### src/rtl/affine_pkg.sv
`default_nettype none
// ============================================================================
// affine: shared widths, tOP control struct, opcodes and fetch/decode helpers
// Rev 1.0
// ============================================================================
package affine;

  localparam int W_INST = 26;
  localparam int W_OP   = 6;
  localparam int W_RD   = 2;
  localparam int W_RS   = 2;
  localparam int W_I1   = 8;
  localparam int W_I2   = 8;

  localparam logic [W_OP-1:0] OP_NOP  = 6'h00;
  localparam logic [W_OP-1:0] OP_ADD  = 6'h01;
  localparam logic [W_OP-1:0] OP_ADDI = 6'h02;
  localparam logic [W_OP-1:0] OP_MULI = 6'h03;
  localparam logic [W_OP-1:0] OP_MACI = 6'h04;
  localparam logic [W_OP-1:0] OP_MOV  = 6'h05;
  localparam logic [W_OP-1:0] OP_WAIT = 6'h3C;
  localparam logic [W_OP-1:0] OP_JMP  = 6'h3D;
  localparam logic [W_OP-1:0] OP_HALT = 6'h3F;

  typedef struct packed {
    logic       frac_c;
    logic       wdual;
    logic [1:0] mul_a_sel;
    logic [1:0] add_b_sel;
  } tOP;

  typedef enum logic [1:0] {
    FILL = 2'd0,
    RUN  = 2'd1,
    WAIT = 2'd2,
    HALT = 2'd3
  } fd_state_t;

  typedef struct packed {
    logic legal;
    tOP   op;
  } dec_t;

  // Only data opcodes are legal here; control opcodes are handled by the FSM.
  function automatic dec_t decode_op(input logic [W_OP-1:0] opcode);
    dec_t d;
    d       = '0;
    d.legal = 1'b1;
    case (opcode)
      OP_NOP:  d.op = tOP'(6'b0_0_00_00);
      OP_ADD:  d.op = tOP'(6'b0_0_00_01);
      OP_ADDI: d.op = tOP'(6'b0_0_00_10);
      OP_MULI: d.op = tOP'(6'b1_0_01_00);
      OP_MACI: d.op = tOP'(6'b1_1_10_10);
      OP_MOV:  d.op = tOP'(6'b0_0_00_11);
      default: d.legal = 1'b0;
    endcase
    return d;
  endfunction

endpackage
`default_nettype wire

### src/rtl/affine_pc.sv
`default_nettype none
// ============================================================================
// affine_pc: program counter with hold, wrapping increment and load
// Rev 1.0
// ============================================================================
module affine_pc #(
  parameter int P = 5
) (
  input  logic         clk,
  input  logic         nReset,
  input  logic         inc,
  input  logic         load,
  input  logic [P-1:0] load_val,
  output logic [P-1:0] pc
);

  always_ff @(posedge clk) begin
    if (!nReset) begin
      pc <= '0;
    end else if (load) begin
      pc <= load_val;
    end else if (inc) begin
      pc <= pc + 1'b1;
    end
  end

endmodule
`default_nettype wire

### src/rtl/affine_fetch_decode.sv
`default_nettype none
// ============================================================================
// affine_fetch_decode: fetch from synchronous ROM, decode, issue to datapath
// Rev 1.0
// ============================================================================
module affine_fetch_decode #(
  parameter int P      = 5,
  parameter int W_INST = affine::W_INST,
  parameter int W_OP   = affine::W_OP
) (
  input  logic                   clk,
  input  logic                   nReset,
  output logic [P-1:0]           imem_addr,
  input  logic [W_INST-1:0]      imem_data,
  input  logic                   in_valid,
  output affine::tOP             op,
  output logic [affine::W_RD-1:0] rd,
  output logic [affine::W_RS-1:0] rs,
  output logic [affine::W_I1-1:0] imm1,
  output logic [affine::W_I2-1:0] imm2,
  output logic                   dec_valid,
  output logic                   wait_in,
  output logic                   halted,
  output logic                   illegal
);
  import affine::*;

  logic [W_OP-1:0]   w_opcode;
  logic [W_I2-1:0]   w_i2;
  logic [W_I1-1:0]   w_i1;
  logic [W_RD-1:0]   w_rd;
  logic [W_RS-1:0]   w_rs;

  assign w_opcode = imem_data[W_INST-1 -: W_OP];
  assign w_i2     = imem_data[19:12];
  assign w_i1     = imem_data[11:4];
  assign w_rd     = imem_data[3:2];
  assign w_rs     = imem_data[1:0];

  fd_state_t r_state;
  logic      r_fv;
  logic      r_lvl;

  fd_state_t w_state_nx;
  logic      w_fv_nx;
  logic      w_lvl_nx;
  logic      w_dv_nx;
  logic      w_wait_nx;
  logic      w_halt_nx;
  logic      w_ill_nx;
  logic      w_issue;
  logic      w_pc_inc;
  logic      w_pc_load;
  dec_t      w_dec;

  affine_pc #(.P(P)) u_pc (
    .clk      (clk),
    .nReset   (nReset),
    .inc      (w_pc_inc),
    .load     (w_pc_load),
    .load_val (w_i1[P-1:0]),
    .pc       (imem_addr)
  );

  always_comb begin
    w_state_nx = r_state;
    w_fv_nx    = r_fv;
    w_lvl_nx   = r_lvl;
    w_dv_nx    = 1'b0;
    w_wait_nx  = 1'b0;
    w_halt_nx  = halted;
    w_ill_nx   = illegal;
    w_issue    = 1'b0;
    w_pc_inc   = 1'b0;
    w_pc_load  = 1'b0;
    w_dec      = decode_op(w_opcode);
    case (r_state)
      FILL: begin
        w_pc_inc   = 1'b1;
        w_fv_nx    = 1'b1;
        w_state_nx = RUN;
      end
      RUN: begin
        if (!r_fv) begin
          // Squashed slot after a taken jump: refill from the new target.
          w_pc_inc = 1'b1;
          w_fv_nx  = 1'b1;
        end else begin
          case (w_opcode)
            OP_JMP: begin
              w_pc_load = 1'b1;
              w_fv_nx   = 1'b0;
            end
            OP_WAIT: begin
              w_state_nx = WAIT;
              w_lvl_nx   = w_i1[0];
              w_wait_nx  = 1'b1;
            end
            OP_HALT: begin
              w_state_nx = HALT;
              w_halt_nx  = 1'b1;
            end
            default: begin
              w_pc_inc = 1'b1;
              if (w_dec.legal) begin
                w_issue = 1'b1;
                w_dv_nx = 1'b1;
              end else begin
                w_ill_nx = 1'b1;
              end
            end
          endcase
        end
      end
      WAIT: begin
        // The held pc keeps the ROM presenting the word after the WAIT.
        if (in_valid == r_lvl) begin
          w_state_nx = RUN;
          w_pc_inc   = 1'b1;
          w_fv_nx    = 1'b1;
        end else begin
          w_wait_nx = 1'b1;
        end
      end
      HALT: begin
        w_halt_nx = 1'b1;
      end
      default: begin
        w_state_nx = FILL;
      end
    endcase
  end

  always_ff @(posedge clk) begin
    if (!nReset) begin
      r_state   <= FILL;
      r_fv      <= 1'b0;
      r_lvl     <= 1'b0;
      dec_valid <= 1'b0;
      wait_in   <= 1'b0;
      halted    <= 1'b0;
      illegal   <= 1'b0;
      op        <= '0;
      rd        <= '0;
      rs        <= '0;
      imm1      <= '0;
      imm2      <= '0;
    end else begin
      r_state   <= w_state_nx;
      r_fv      <= w_fv_nx;
      r_lvl     <= w_lvl_nx;
      dec_valid <= w_dv_nx;
      wait_in   <= w_wait_nx;
      halted    <= w_halt_nx;
      illegal   <= w_ill_nx;
      if (w_issue) begin
        op   <= w_dec.op;
        rd   <= w_rd;
        rs   <= w_rs;
        imm1 <= w_i1;
        imm2 <= w_i2;
      end
    end
  end

endmodule
`default_nettype wire

### config.mk
export PLATFORM = sky130hd
export DESIGN_NAME = affine_fetch_decode
export DESIGN_NICKNAME = d
export VERILOG_FILES = /design/src/rtl/affine_pkg.sv /design/src/rtl/affine_pc.sv /design/src/rtl/affine_fetch_decode.sv
export SDC_FILE = /design/constraint.sdc
export NUM_CORES = 1
export LEC_CHECK = 0
export ABC_AREA = 1
export CORE_AREA = 3 3 81 83
export CTS_BUF_LIST = sky130_fd_sc_hd__clkbuf_8
export CTS_CLUSTER_SIZE = 28
export DETAILED_ROUTE_END_ITERATION = 10
export DIE_AREA = 0 0 84 86
export GPL_TIMING_DRIVEN = 0
export PLACE_DENSITY = 0.69
export SLEW_MARGIN = 20
export SYNTH_ARGS = -nofsm -noshare
export SYNTH_HDL_FRONTEND = slang
export SYNTH_SLANG_ARGS = --single-unit
### constraint.sdc
create_clock -name clk -period 4.7 [get_ports clk]
set_input_delay 0.94 -clock clk [delete_from_list [all_inputs] [get_ports clk]]
set_output_delay 0.94 -clock clk [all_outputs]
set_load 0.03 [all_outputs]
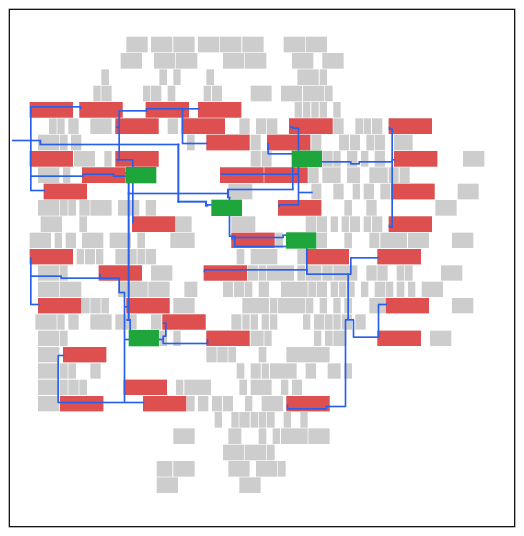
Fig. 1. Clock network drawn from the DEF (run 1).
(6 px per micron)
[red] flip-flops | count: 38
[green] clock-net drivers | count: 5
[blue] clock wires | length: 482 microns
routed clock nets: 6

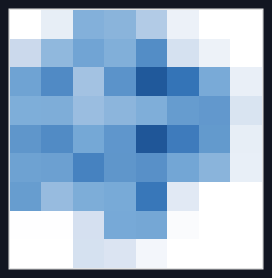
Fig. 2. Cell area per tile (run 1).
(3 px per micron) The die is cut into 8 by 9 equal tiles; white is low, dark blue is high, 0 to 100% covered.
fullest tile: 85%
emptiest ninth of the die: lower right
nearly empty tiles: 21%
tiles over 75% full: 2.8%
mean over tiles: 34%

==> flow_summary.yaml, run 1 <==
# implementation run metrics
logic_synthesis:
  ys_warn_count: 0
  adder_share_pct: 4.26
  simple_gate_area_share_pct: 23.0
  syn_area_per_cell_sq_um: 7.50
  area_leaders: "dfxtp_1, nor2_1, nand2_1"
  top_area_share_pct: 43.2
floorplan:
  rows: 28
  die-area_sq_um: 7220
status:
  status: "complete, no violations"
grt:
  grt.met1_usage_pct: 15.7
  grt_max_degree: 13
worst_setup_path:
  crit_path_end: "op[4]"
  cp.required_ns: 3.76
  critPathSlowestCell: "clkdlybuf4s50_1"
  crit_fanout: 3
clock_network:
  ctsResizeCount: 0
  post_cts.repair.setup_buffers: 0
  worstSkewPairLatency_ns: 0.29
pwr:
  power.internal_uw: 574
  power.group.top: "registers"
  clockPowerShare_pct: 27.0
  vdd.ir_drop.worst_mv: 0.161
  leakage_nw: 1.12
min_path:
  hold_path.class: "flip-flop to flip-flop"
cells_and_area:
  postLayoutCoreUtil_pct: 43.6
timing:
  finalSetupTns_ns: 0
route:
  post_drt_wl_per_cell_microns: 11.9
  wl_met1_mm: 1.98
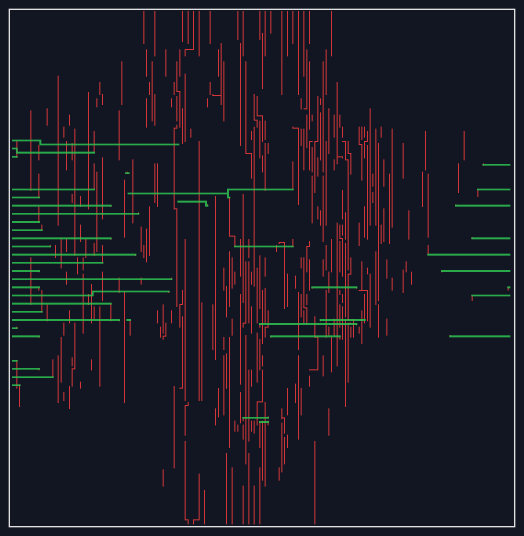
Fig. 3. Signal wires by layer (run 1).
(6 px per micron) Only two layers are drawn.
| colour | layer | wire length |
|---|---|---|
| green | M3 | 443 microns |
| red | M2 | 2080 microns |

-- run 1: synth_stat cells, drive strengths merged --
cell type,number
nand2,37
o21ai,34
clkbuf,3
o21a,1
nor3,2
buf,6
a211oi,1
nor2,42
nand3,12
clkinv,1
dfxtp,38
o211ai,2
ha,6
inv,24
o211a,1
xor2,1
nand4,2
xnor2,2
o22ai,1
a21oi,19
-- run 1: final cells by class --
type | count | area, sq um | share of cell area, %
plain buffers | 9 | 71.3 | 2.76
clock buffers | 6 | 82.6 | 3.20
clock inverters | 2 | 12.5 | 0.485
inverters | 25 | 96.3 | 3.73
multi-input cells | 163 | 833 | 32.3
flip-flops and latches | 38 | 761 | 29.5
well taps | 75 | 93.8 | 3.64
repair buffers | 63 | 631 | 24.4
Fig. 4: run 1, supply network
(6 px per micron) Pins as bars on the die edge.
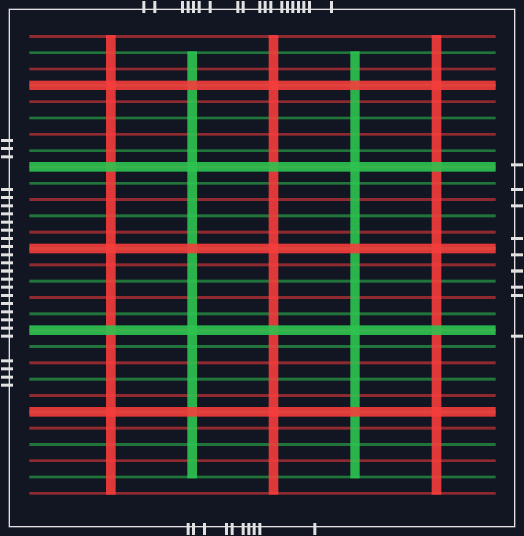

==> run 1 -> run 2 <==
PLACE_DENSITY = 0.71   (was 0.69)
clock period = 2.15 ns   (was 4.7 ns; I/O delays follow)
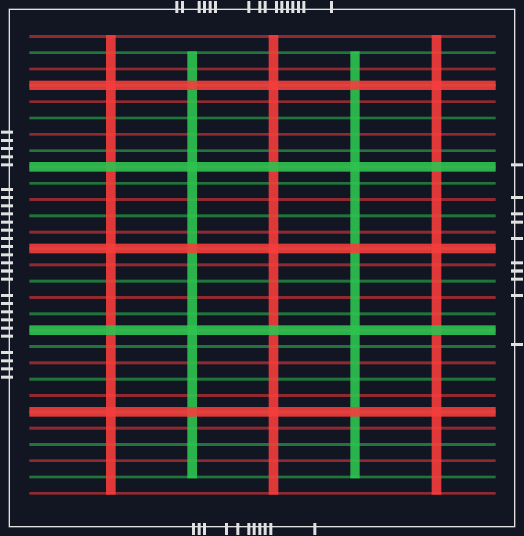
Fig. 5. Supply network (run 2).
(6 px per micron) Pins as bars on the die edge.
| colour | net |
|---|---|
| green | VDD |
| red | VSS |
met1 rails: 29
rows: 28
met5 straps: 5
signal pins: 64

==> run 2 against run 1 <==
Effect of this change:
- first-iteration DRC count increased by 5.1%
- non-clock buffer count is the same
- clock power increased by 120%
- cell count is the same
- combinational power up 120%
- routed wire length grew 0.51%
- design area unchanged
- largest cell class unchanged
- hold slack better by 0.0017 ns
- area after synthesis unchanged
- die size is the same
==> flow_summary.yaml, run 2 <==
# implementation run metrics
cells_and_area:
  buf_share_pct: 27.2
  seq-cell-share_pct: 29.5
  seq_area_sq_um: 761
  comb_area_sq_um: 833
  comb_area_share_pct: 32.3
  logic_gates: 163
  n_clock_buffer: 6
  clk_share_pct: 3.68
  postLayoutCoreUtil_pct: 43.6
  flops: 38
  signal_buffers: 72
  biggestCellCategory: "logic gates"
  n_all_inverters: 25
logic_synthesis:
  ff_type: "dfxtp_1"
  simple_gate_area_share_pct: 23.0
  synth.most_common_cell: "nor2_1"
  ys_warn_count: 0
  top_cells_by_count: "nor2_1, dfxtp_1, nand2_1"
  syn_area_per_cell_sq_um: 7.50
  adder_share_pct: 4.26
  edf_count: 0
  yosys_cells: 235
  area_leaders: "dfxtp_1, nor2_1, nand2_1"
  top_area_share_pct: 43.2
status:
  status: "complete, no violations"
route:
  wl_met1_mm: 2.18
  post_drt_wl_per_cell_microns: 12.0
placement:
  globalplace.congestion: 0.844
worst_setup_path:
  cp.required_ns: 1.72
  critPathSlowestCell: "clkdlybuf4s50_1"
  timing.reg2reg.setup_slack_ns: 0.43
  crit_fanout: 3
timing:
  finalSetupTns_ns: 0
  hold_violations: 0
clock_network:
  post_cts.repair.setup_buffers: 0
  worstSkewPairLatency_ns: 0.29
  ctsResizeCount: 0
grt:
  grt.met1_usage_pct: 16.0
  grt_max_degree: 13
floorplan:
  die-area_sq_um: 7220
  rows: 28
  num_tap_cells: 75
pwr:
  power.internal_mw: 1.25
  leakage_nw: 1.12
  clockPowerShare_pct: 27.3
==> run 2: cell counts after synthesis <==
Identical to the previous run, type by type.
==> run 2: power by group through the flow <==
| stage | logic (mW) | registers, mW | clock network [mW] |
|---|---|---|---|
| 6_report | 0.574 | 0.808 | 0.518 |
| 5_1_grt | 0.648 | 0.820 | 0.558 |
| 4_1_cts | 0.576 | 0.808 | 0.533 |
| 3_5_place_dp | 0.573 | 0.824 | 0 |
| 3_3_place_gp | 0.565 | 0.824 | 0 |
| 2_1_floorplan | 0.299 | 0.892 | 0 |
==> run 2: metrics by stage <==
| stage | hold WS (ns) | power, mW |
|---|---|---|
| floorplan | 0.444 | 1.19 |
| global placement | 0.445 | 1.39 |
| detailed placement | 0.449 | 1.40 |
| CTS | 0.463 | 1.92 |
| global route | 0.480 | 2.03 |
| finish | 0.460 | 1.90 |
==> run 2 -> run 3 <==
TNS_END_PERCENT = 100   (was default)
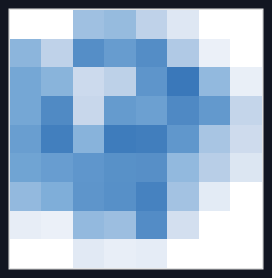
Fig. 6. Cell area per tile (run 3).
(3 px per micron) The die is cut into 8 by 9 equal tiles; white is low, dark blue is high, 0 to 100% covered.
emptiest ninth of the die: lower right
nearly empty tiles: 18%
fullest tile: 71%
mean over tiles: 34%

==> run 3 against run 2 <==
Effect of this change:
- global-route usage stayed put
- hold slack unchanged
- combinational power about the same
- area after synthesis did not move
- non-clock buffer count is the same
- maximum frequency unchanged
- first-iteration DRC count unchanged
- clock power hardly changed
- critical path type unchanged
- largest power group unchanged
==> flow_summary.yaml, run 3 <==
# implementation run metrics
route:
  met3_length_microns: 289
  wl_met1_mm: 2.18
  via_per_inst: 4.52
  drtIter0Drc: 83
  post_drt_wl_per_cell_microns: 12.0
worst_setup_path:
  crit_fanout: 3
  cp.required_ns: 1.72
  timing.reg2reg.setup_slack_ns: 0.43
  timing.rr.start: "r_state[1]$_SDFFE_PN0P_"
  critPathSlowestCell: "clkdlybuf4s50_1"
  crit_path_end: "op[4]"
pwr:
  pg_comb_uw: 574
  power.internal_mw: 1.25
  p_clk_uw: 518
  sequentialPower_uw: 808
  finalPower_mw: 1.90
  powerDensity_nw_per_um2: 736
grt:
  grt_use_total_pct: 12.9
  grt.met1_usage_pct: 16.0
  top_usage_layer: "met2"
  grt_max_degree: 13
floorplan:
  die-area_sq_um: 7220
  core_util_floorplan_pct: 29.8
placement:
  globalplace.congestion: 0.844
min_path:
  hold_path.class: "flip-flop to flip-flop"
logic_synthesis:
  ys_warn_count: 0
  synth-async-reset-ratio_pct: 0
  edf_count: 0
  ff_type: "dfxtp_1"
  area_leaders: "dfxtp_1, nor2_1, nand2_1"
  syn_area_per_cell_sq_um: 7.50
  synth.most_common_cell: "nor2_1"
  top_cells_by_count: "nor2_1, dfxtp_1, nand2_1"
  yosys_cells: 235
status:
  status: "complete, no violations"
timing:
  finalSetupTns_ns: 0
  hold_ws_ns: 0.460
  slew_viol_final: 0
  hold_violations: 0
clock_network:
  post_cts.repair.setup_buffers: 0
  cts_sinks: 38
  clk_pin_slew_ns: 0.08
  ctsResizeCount: 0
  worstSkewPairLatency_ns: 0.29
flow_run:
  drv_cap: 0
cells_and_area:
  postLayoutCoreUtil_pct: 43.6
## run 3: cell counts after synthesis
Identical to the previous run, type by type.
## run 3: final cells by class
class / instances / area [sq um] / share of cell area, %
inverters: 25 / 96.3 / 3.73
clock buffers: 6 / 82.6 / 3.20
clock inverters: 2 / 12.5 / 0.485
plain buffers: 9 / 71.3 / 2.76
multi-input cells: 163 / 833 / 32.3
flip-flops and latches: 38 / 761 / 29.5
well taps: 75 / 93.8 / 3.64
repair buffers: 63 / 631 / 24.4
## run 3: cells by family after synthesis
kind of cell	after synthesis	share of synthesized area, %
AND-OR/OR-AND	59	18.5
XOR/XNOR	3	1.49
buffers and inverters	34	9.52
flip-flops	38	43.2
AND/OR/NAND/NOR	95	23.0
adder cells (fa/ha/maj)	6	4.26
Power is estimated from default activity; no workload was simulated.
